Figure 1. Local utilization.
Drawn at 4 px/micron. 8 x 8 tiles, from black (low) to pale yellow (high), 0 to 100% covered.
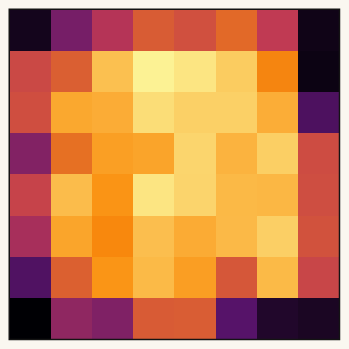
Figure 2. I/O pins on the die edge.
Drawn at 4 px/micron. Pins as bars across the die edge, other pins in grey.
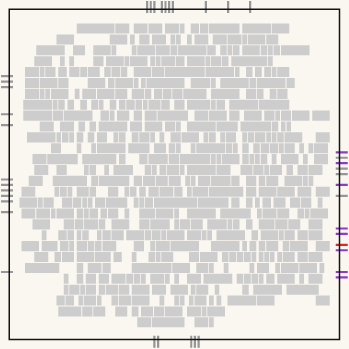
Figure 3. Clock nets.
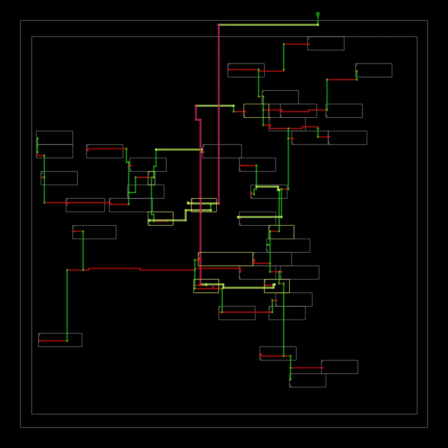
==> config.mk <==
export PLATFORM = sky130hd
export DESIGN_NAME = lac_accumulator_flat
export DESIGN_NICKNAME = d
export VERILOG_FILES = /design/src/rtl/voronoi_pkg.sv /design/src/rtl/lac_accumulator_if.sv /design/src/rtl/lac_channel.sv /design/src/rtl/lac_accumulator.sv /design/src/flat_wrapper.sv
export SDC_FILE = /design/constraint.sdc
export NUM_CORES = 1
export LEC_CHECK = 0
export CORE_MARGIN = 2
export CORE_UTILIZATION = 58
export CTS_CLUSTER_DIAMETER = 30
export DETAILED_ROUTE_END_ITERATION = 10
export GPL_TIMING_DRIVEN = 0
export PLACE_DENSITY = 0.92
export SYNTH_ARGS = -nofsm -noshare
export SYNTH_HDL_FRONTEND = slang
export SYNTH_SLANG_ARGS = --single-unit
==> constraint.sdc <==
create_clock -name clk -period 3.9 [get_ports clk]
set_input_delay 0.585 -clock clk [delete_from_list [all_inputs] [get_ports clk]]
set_output_delay 0.585 -clock clk [all_outputs]
set_load 0.01 [all_outputs]
==> qor.csv <==
metric,value,unit
fp-row-count,28,
cts_resized,13,
fin_crit_sh,98.3,%
nFillCells,430,
post_drt_via_cell_ratio,6.74,
logic_gate_count,358,
vias,3927,
max_stage_delay,0.52,ns
synth_seq_share,18.6,%
syn2layout_area_growth,23.1,%
drc,0,
dr_wl_met3,994,microns
grt_use_met2,52.4,%
htree_levels,2,
m1WireLength,4240,microns
place_ws,-0.440,ns
cts_tree,done,
met2_length,5020,microns
drt-wirelength-per-cell,18.2,microns
cts_max_path_buffers,2,
required,4.11,ns
top_area_share,18.6,%
drive_gt1_share,14.6,%
seqCellArea,682,sq um
cp_top_family,adder cells,
ys.flops,33,
yosys.area_share.simple,21.2,%
syn-num-nets,512,
synth_cells,458,
p_sw,0.730,mW
grt_usage,30.1,%
logic_area,2780,sq um
comb_share,63.8,%
ys_sh_aoi,30.7,%
lay_top_cells,"inv_1, nor2_1, ha_1, clkdlybuf4s50_1, a21oi_1",
signal_buffers,57,
p_sw_share,42.4,%
n_clock_buffer,7,
synth.area.mux_share,1.73,%
status,"finished, final reports clean",
fin_crit,3.84,ns
grt_use_met1,38.5,%
power_frac_comb,56.3,%
top_layer_used,met4,
ff_count,33,
grt_use_met3,3.70,%
cts_hold_buf,0,
buf_share,11.0,%
synthTopCellsByArea,"dfxtp_1, ha_1, inv_1",
design_area,4360,sq um
comb_cell_power,0.968,mW
relSlewSlack,38.8,%
ff_type,dfxtp_1,
critPathMaxFanout,6,
pwr_density_cell,395,nW/um^2
finalClockSkew,0.00844,ns
hold_viol,0,
async_flop_share,0,%
clkCellAreaFrac,2.67,%
cp-end-kind,flop,
yosysChipArea,3540,sq um
fp-utilization,59.8,%
seq_cell_power,0.405,mW
ys_sh_adder,16.5,%
placed_area,4010,sq um
worst-path-stages,16,
drt-initial-drc-count,442,
clock_power_share,20.2,%
antenna_cells,0,
yosysWarnings,0,
setup_viol,0,
ir_drop,0.000224,V
synth.avg_cell_area,7.74,sq um
dp_hpwl,7470,microns
path_clk_slew,0.08,ns
reg2reg_slack,0.06,ns
path_cells,ha_2 > ha_4 > inv_2 > a31oi_2 > ha_1 > inv_1 > ha_1 > fa_2 > inv_1 > a222oi_1 > o211ai_1 > nor4_2 > nand4_1 > a31oi_4 > nand4_4 > nor4_2,
seq_share,15.6,%
holdPathStages,2,
common_cells,"inv_1, nor2_1, ha_1",
cts-root-buf,clkbuf_8,
tapCellCount,75,
ioPinCount,40,
grt_max_degree,12,
worstHoldPathType,flop to flop,
layout_top_cell,inv_1,
fmax,0.261,GHz
-- Figure 1 (at the start) --
fullest tile	97%
densest ninth of the die	middle
nearly empty tiles	1.6%
mean over tiles	63%
total core area: 5920 sq um
Finished Core Util: 73.6%

-- Figure 2 (at the start) --
colour	port	pins	direction	edge
red	bus_srcYellow	1	input	right
purple	bus_levelYellow	8	output	right
all pins by edge	13 right, 12 left, 10 top, 5 bottom
Vert. Die Dim: 82.2 microns
Die X: 82.2 microns

-- Figure 3 (at the start) --
Insertion Delay late pin: 0.29 ns
Sink Count: 33
P_clk: 0.348 mW
total CTS buffers: 5

No activity file was given, so power comes from the tool's default toggle rates.
